==> src/rtl/router_pkg.sv <==
// Shared constants and address decode helpers for the 1x3 router datapath.
package router_pkg;

   localparam int unsigned DATA_WIDTH = 8;
   localparam int unsigned ADDR_LSB   = 0;
   localparam int unsigned ADDR_MSB   = 1;

   typedef enum logic [1:0] {
      ADDR_FIFO0   = 2'b00,
      ADDR_FIFO1   = 2'b01,
      ADDR_FIFO2   = 2'b10,
      INVALID_ADDR = 2'b11
   } addr_e;

   function automatic logic addr_is_valid(input logic [1:0] addr);
      return addr != INVALID_ADDR;
   endfunction

endpackage

==> src/rtl/router_parity_acc.sv <==
// Running XOR parity over header and payload bytes; cleared at the start of each packet.
module router_parity_acc #(
   parameter int unsigned DATA_WIDTH = 8
) (
   input  logic                  clk,
   input  logic                  rstn,
   input  logic                  clear,
   input  logic                  lfd_state,
   input  logic                  acc_en,
   input  logic [DATA_WIDTH-1:0] header,
   input  logic [DATA_WIDTH-1:0] data_in,
   output logic [DATA_WIDTH-1:0] parity
);

   always_ff @(posedge clk or negedge rstn) begin
      if (!rstn) begin
         parity <= '0;
      end else if (clear) begin
         parity <= '0;
      end else if (lfd_state) begin
         parity <= parity ^ header;
      end else if (acc_en) begin
         parity <= parity ^ data_in;
      end
   end

endmodule

==> src/rtl/router_reg.sv <==
// Router datapath register stage: header re-insertion, full-FIFO byte buffer, parity check.
// Parity checking is present only when ROUTER_PARITY_CHECK_EN is defined; otherwise err is 0.
module router_reg
   import router_pkg::*;
#(
   parameter int unsigned DATA_WIDTH = router_pkg::DATA_WIDTH
) (
   input  logic                  clk,
   input  logic                  rstn,
   input  logic                  pkt_valid,
   input  logic [DATA_WIDTH-1:0] data_in,
   input  logic                  fifo_full,
   input  logic                  detect_add,
   input  logic                  lfd_state,
   input  logic                  ld_state,
   input  logic                  laf_state,
   input  logic                  full_state,
   input  logic                  rst_int_reg,
   output logic [DATA_WIDTH-1:0] dout,
   output logic                  parity_done,
   output logic                  low_pkt_valid,
   output logic                  err
);

   logic [DATA_WIDTH-1:0] header_reg;
   logic [DATA_WIDTH-1:0] full_byte;
   logic                  header_load;

   assign header_load = detect_add & pkt_valid & addr_is_valid(data_in[ADDR_MSB:ADDR_LSB]);

   always_ff @(posedge clk or negedge rstn) begin
      if (!rstn) begin
         header_reg <= '0;
         full_byte  <= '0;
         dout       <= '0;
      end else begin
         if (header_load) header_reg <= data_in;
         if (ld_state && fifo_full) full_byte <= data_in;
         if (lfd_state) begin
            dout <= header_reg;
         end else if (ld_state && !fifo_full) begin
            dout <= data_in;
         end else if (laf_state) begin
            dout <= full_byte;
         end
      end
   end

   // The laf term covers a parity byte that arrived while the FIFO was full.
   always_ff @(posedge clk or negedge rstn) begin
      if (!rstn) begin
         parity_done   <= 1'b0;
         low_pkt_valid <= 1'b0;
      end else begin
         if (detect_add) begin
            parity_done <= 1'b0;
         end else if ((ld_state && !fifo_full && !pkt_valid) ||
                      (laf_state && low_pkt_valid && !parity_done)) begin
            parity_done <= 1'b1;
         end
         if (rst_int_reg) begin
            low_pkt_valid <= 1'b0;
         end else if (ld_state && !pkt_valid) begin
            low_pkt_valid <= 1'b1;
         end
      end
   end

`ifdef ROUTER_PARITY_CHECK_EN
   logic [DATA_WIDTH-1:0] int_parity;
   logic [DATA_WIDTH-1:0] pkt_parity;
   logic                  parity_done_q;

   router_parity_acc #(.DATA_WIDTH(DATA_WIDTH)) u_parity_acc (
      .clk       (clk),
      .rstn      (rstn),
      .clear     (detect_add),
      .lfd_state (lfd_state),
      .acc_en    (ld_state & pkt_valid & ~full_state),
      .header    (header_reg),
      .data_in   (data_in),
      .parity    (int_parity)
   );

   // err is sampled on the cycle after parity_done rises, once pkt_parity is stable.
   always_ff @(posedge clk or negedge rstn) begin
      if (!rstn) begin
         pkt_parity    <= '0;
         parity_done_q <= 1'b0;
         err           <= 1'b0;
      end else begin
         parity_done_q <= parity_done;
         if (detect_add) begin
            pkt_parity <= '0;
            err        <= 1'b0;
         end else begin
            if (ld_state && !pkt_valid) pkt_parity <= data_in;
            if (parity_done && !parity_done_q) err <= (int_parity != pkt_parity);
         end
      end
   end
`else
   logic unused_full_state;
   assign unused_full_state = full_state;
   assign err = 1'b0;
`endif

endmodule
==> config.mk <==
export PLATFORM = sky130hd
export DESIGN_NAME = router_reg
export DESIGN_NICKNAME = d
export VERILOG_FILES = /design/src/rtl/router_pkg.sv /design/src/rtl/router_parity_acc.sv /design/src/rtl/router_reg.sv
export SDC_FILE = /design/constraint.sdc
export NUM_CORES = 1
export LEC_CHECK = 0
export CORE_MARGIN = 1
export CORE_UTILIZATION = 40
export DETAILED_ROUTE_END_ITERATION = 8
export GPL_TIMING_DRIVEN = 0
export PLACE_DENSITY = 0.63
export SETUP_SLACK_MARGIN = 0.3
export SLEW_MARGIN = 0
export SYNTH_ARGS = -nofsm -noshare
export SYNTH_HDL_FRONTEND = slang
export SYNTH_SLANG_ARGS = --single-unit
export TNS_END_PERCENT = 1
==> constraint.sdc <==
create_clock -name clk -period 1.11 [get_ports clk]
set_input_delay 0.1665 -clock clk [delete_from_list [all_inputs] [get_ports clk]]
set_output_delay 0.1665 -clock clk [all_outputs]
set_load 0.1 [all_outputs]
==> ci_impl_report.md, run 1 <==
### Yosys + OpenROAD results

| Metric | Value |
|---|---|
| Outcome | finished, violations left |
| Hold WS | -0.0625 ns |
| Clkbuf count | 3 |
| Gr usage total | 17.8% |
| Worst setup EP type | primary output |
| Vias in the first global route | 911 |
| Post-cts resize count | approximately 100 |
| Combinational Gates | 68 |
| PortBufs | 25 |
| Dominant comb cell | AND-OR/OR-AND gates |
| Seq. pwr | 1230 uW |
| RR Startpoint | dout[3]$_DFFE_PN0P_ |
| Combinational power | between 1000 and 1500 uW |
| CP peak stage delay | 0.52 ns |
| Final setup viols | 9 |
| Failing checks | negative hold slack, negative setup slack |
| Rows | 20 |
| Top cell area share | 50.0% |
| Seq cells | 26 |
| Non-clk buf share | around 22% |
| DR pass1 iterations | 4 |
| Fin. Hold Viols | 26 |
| Placed cell area | 1650 um2 |
| # fillers | 258 |
| Adder Share, Synth | 0% |
| Cell count after synthesis | a little over 100 |
| CTS clk-pin slew, worst paths | ~0.15 ns |
| Worst setup margin | -0.0785 ns |
## run 1: stage by stage
| step | util, % | instances |
|---|---|---|
| 4_1_cts | 58.2 | 174 |
| 6_report | 58.1 | 174 |
| 5_1_grt | 58.1 | 174 |
| 3_5_place_dp | 53.5 | 170 |
| 2_1_floorplan | - | 101 |
| 3_3_place_gp | 53.5 | 170 |
## run 1: final timing paths
check                      slack [ns]  cells past startpoint                         to
max in group asynchronous        0.68                      1        dout[4]$_DFFE_PN0P_
min reg2reg                      0.51                      1  header_reg[0]$_DFFE_PN0P_
max                             -0.08                      1                    dout[7]
max reg2reg                      0.06                      3        dout[3]$_DFFE_PN0P_
min                             -0.06                      1   full_byte[7]$_DFFE_PN0P_
min in group clk                 0.12                      2    parity_done$_DFFE_PN0P_
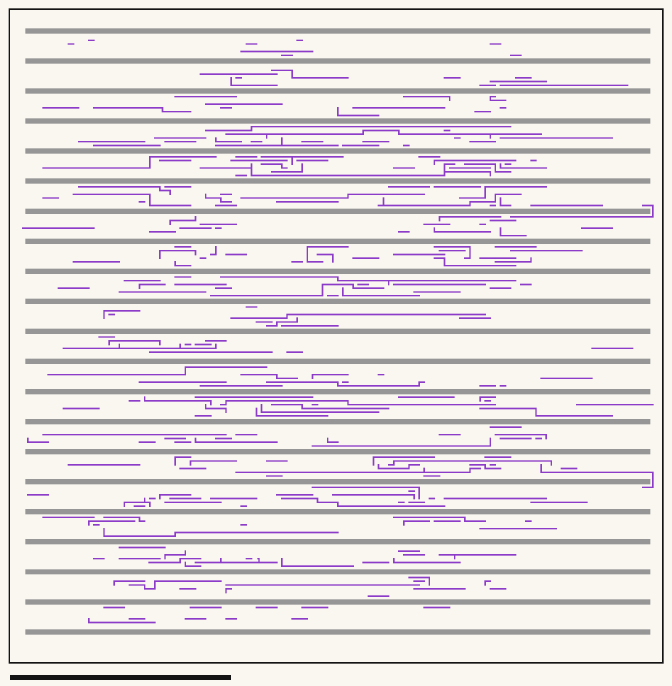
*M1 wires, run 1*
The bar under the picture is 20 um long. Supply wires on this layer in grey.
main direction = horizontal
wire length on this layer = 1280 um
nets with wire on the layer = 125

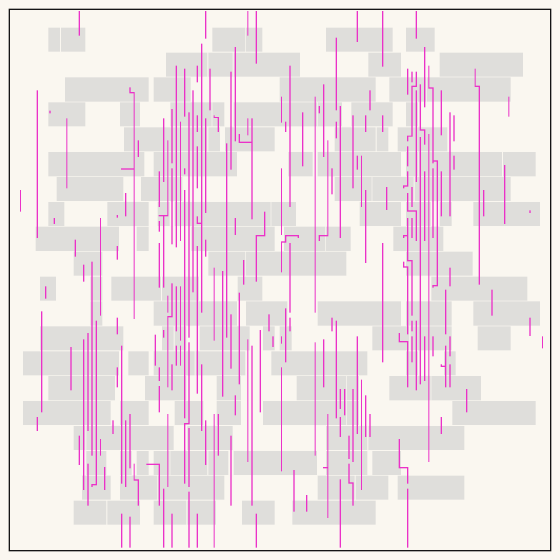
*The metal 2 layer, run 1*
Cells faint in the background.
main direction = vertical
nets with wire on the layer = 133
longest straight run = 35.7 um
wire length on this layer = 1330 um

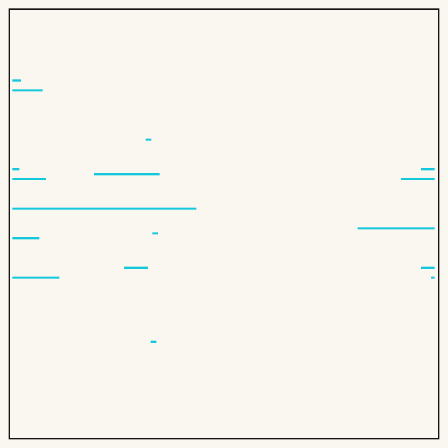
*Signal wires on met3, run 1*
longest straight run = 25.1 um
nets with wire on the layer = 14
main direction = horizontal
wire length on this layer = 75.2 um
share of all routed wire = 2.8%

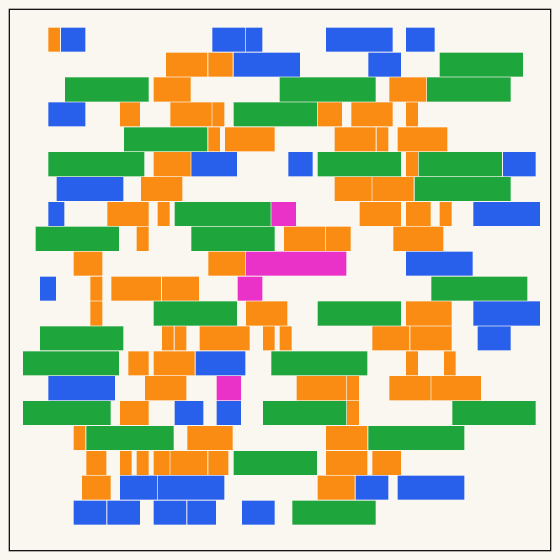
*Cells coloured by class, run 1*
magenta -> clock drivers and dummy loads  # cells 4
orange -> combinational and other logic  # cells 69
green -> flops  # cells 26
blue -> other buffers and delay cells  # cells 31

### Track usage over the die, run 1

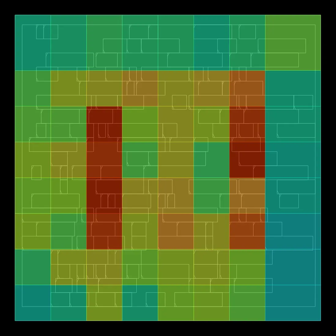

==> inputs of run 2 (changes only) <==
Settings changed: CAP_MARGIN set to 25.
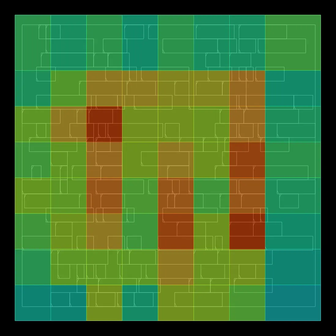
*Track usage over the die, run 2*
met3 usage in global routing: 4.80%
post-layout util: 58.3%
gr busiest metal: met2
met2 usage: 30.0%
gr usage total: 17.7%

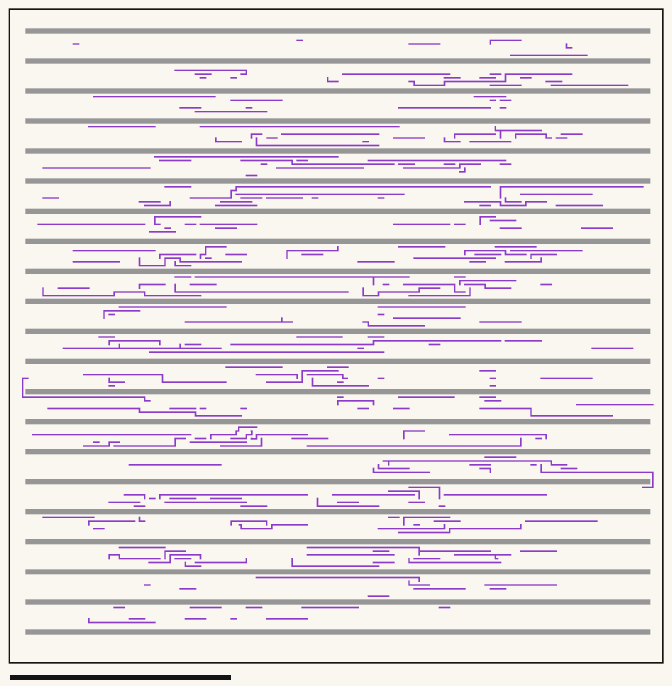
*M1 wires, run 2*
The bar under the picture is 20 um long. Supply wires on this layer in grey.
main direction = horizontal
nets with wire on the layer = 124
longest straight run = 23.0 um
share of all routed wire = 46%
wire length on this layer = 1220 um

==> run 2 against run 1 <==
  * Register-to-register slack hardly changed
  * Critical path depth stayed put
  * Worst setup slack better by 0.0096 ns
  * The flow finishes with violations (negative setup slack)
  * Highest routed layer unchanged
==> ci_impl_report.md, run 2 <==
### Yosys + OpenROAD results

| Metric | Value |
|---|---|
| Outcome | finished, violations left (unchanged) |
| Failing checks | negative setup slack (was negative hold slack, negative setup slack) |
| Die X | 59.0 um (unchanged) |
| PortBufs | 25 (unchanged) |
| Final setup viols | 8 (was 9) |
| WP depth | 1 (unchanged) |
| Seq. pwr | 1230 uW (about the same) |
| Vias in the first global route | 906 (was 911) |
| CP peak stage delay | 0.52 ns (about the same) |
| Syn Area/Cell | 12.9 um2 (unchanged) |
| Dominant comb cell | AND-OR/OR-AND gates (unchanged) |
| Top cell area share | 50.0% (unchanged) |
| Hold Crit Depth | 2 |
| Die span in y | 59.0 um (unchanged) |
| Cell count after synthesis | 101 (unchanged) |
| Placed Cells | 171 (was 170) |
| Placed cell area | 1670 um2 (was 1650 um2) |
| Post-synth EDFFs | 0 (unchanged) |
| Worst setup EP type | primary output (unchanged) |
| Reg2reg path depth | 3 (unchanged) |
| # fillers | 260 (was 258) |
| Worst setup margin | -0.0689 ns (was -0.0785 ns) |
| RR Endpoint | dout[3]$_DFFE_PN0P_ (unchanged) |
| Hold WS | 0.117 ns (was -0.0625 ns) |
| Reg2Reg Setup Slack | 0.05 ns (was 0.06 ns) |
| Fin. Hold Viols | 0 (was 26) |
| Adder Share, Synth | 0% (unchanged) |
| DR pass1 iterations | 4 (unchanged) |
==> run 2: cell counts after synthesis <==
Identical to the previous run, type by type.
==> run 2: stage by stage <==
stage | utilization (%) | total power [uW]
CTS | 58.4 | 2830
finish | 58.3 | 2780
detailed placement | 54.3 | 2190
global placement | 53.5 | 2160
global route | 58.3 | 2910
floorplan | - | 1930
==> run 2: cell type report <==
| class | instances | area [um2] | area share [%] |
|---|---|---|---|
| sequential | 26 | 683 | 38.1 |
| multi-input combinational | 68 | 608 | 33.9 |
| timing repair buffer | 26 | 355 | 19.8 |
| tap | 44 | 55.1 | 3.07 |
| buffer | 6 | 52.6 | 2.93 |
| clock buffer | 4 | 36.3 | 2.02 |
| inverter | 1 | 3.75 | 0.209 |
### Signal wires on met3, run 2

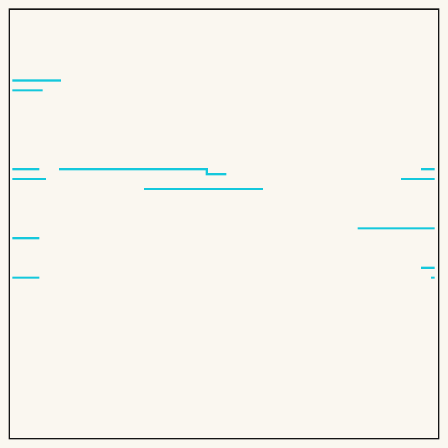

==> inputs of run 3 (changes only) <==
Settings changed: CORE_MARGIN 1 to 2.
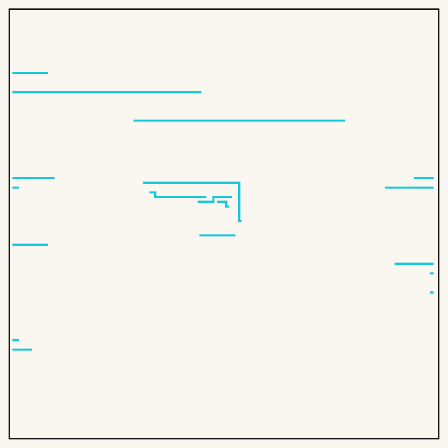
*Signal wires on met3, run 3*
nets with wire on the layer = 17
wire length on this layer = 131 um
share of all routed wire = 4.7%
main direction = horizontal
longest straight run = 29.9 um

==> run 3 against run 2 <==
  * Global-route usage decreased by 0.57 points
  * The run ends with negative hold slack, negative setup slack left
  * Via count up 2.5%
  * Sequential cell count stayed put
  * Area after synthesis stayed put
  * Total power rose by 6.8%
  * Highest routed layer unchanged
  * Die area is 6.9% higher
==> ci_impl_report.md, run 3 <==
### Yosys + OpenROAD results

| Metric | Value |
|---|---|
| Outcome | finished, violations left (unchanged) |
| Failing checks | negative hold slack, negative setup slack (was negative setup slack) |
| Post-Layout Cell Count | 175 (unchanged) |
| Placed cell area | 1660 um2 (was 1670 um2) |
| Worst setup EP type | primary output (unchanged) |
| DR pass1 iterations | 4 (unchanged) |
| CTS clk-pin slew, worst paths | 0.15 ns (about the same) |
| Die span in y | 61.0 um (was 59.0 um) |
| RR Endpoint | dout[3]$_DFFE_PN0P_ (unchanged) |
| Hold WS | -0.179 ns (was 0.117 ns) |
| Core Footprint | 3080 um2 (unchanged) |
| Fin. Hold Viols | 12 (was 0) |
| Placed Cells | 171 (unchanged) |
| Crit path cell chain | buf_12 (unchanged) |
| Syn Area/Cell | 12.9 um2 (unchanged) |
| Worst setup margin | -0.0804 ns (was -0.0689 ns) |
| Gr usage total | 17.1% (was 17.7%) |
| Dominant comb cell | AND-OR/OR-AND gates (unchanged) |
| Final setup viols | 10 (was 8) |
| CP peak stage delay | 0.52 ns (about the same) |
| RR Startpoint | dout[3]$_DFFE_PN0P_ (unchanged) |
| Complex Gates by Area | 19.0% (unchanged) |
| Post-layout util | 59.5% (was 58.3%) |
| Worst Setup SP | dout[2]$_DFFE_PN0P_ (unchanged) |
| Adder Share, Synth | 0% (unchanged) |
| Crit path capture | dout[2] (unchanged) |
| Rows | 20 (unchanged) |
| Final Power | 2970 uW (was 2780 uW) |
| # fillers | 258 (was 260) |
| Post-cts resize count | 103 (was 98) |
| Top cell area share | 50.0% (unchanged) |
| Vias in the first global route | 958 (was 906) |
| Reg2reg path depth | 3 (unchanged) |
| Cell count after synthesis | 101 (unchanged) |
| Largest net degree at the start of global routing | 16 (was 21) |
| Die X | 61.0 um (was 59.0 um) |
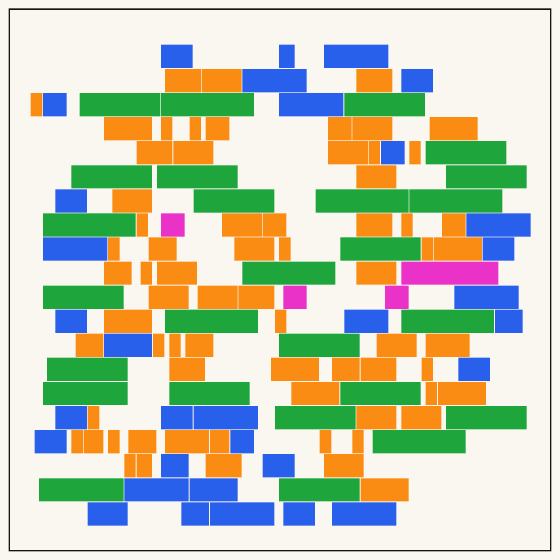
*Cells coloured by class, run 3*
orange -> combinational and other logic  # cells 69
green -> flops  # cells 26
blue -> other buffers and delay cells  # cells 32
magenta -> clock drivers and dummy loads  # cells 4

## run 3: cell counts after synthesis
No cell type changed its count.
## run 3: power breakdown
group	internal (uW)	switching [uW]
clock	365	288
combinational	468	612
sequential	1120	115
## run 3: layer usage
metal / global-route usage (%) / routed length (um) / share of wire [%] / up-vias
met5: 0 / 0 / 0 / -
met4: 5.28 / 20 / 0.71 / 0
met3: 5.46 / 130 / 4.6 / 2
met2: 29.2 / 1430 / 51 / 24
met1: 20.7 / 1220 / 44 / 450
li1: - / - / - / 412
## run 3: cell type report
class	count	area, um2	area share, %
flip-flops and latches	26	683	37.3
inverters	1	3.75	0.205
clock inverters	1	30.0	1.64
repair buffers	26	364	19.9
plain buffers	6	56.3	3.07
multi-input cells	68	617	33.7
clock buffers	3	22.5	1.23
well taps	44	55.1	3.01
Power and IR drop assume default switching activity.
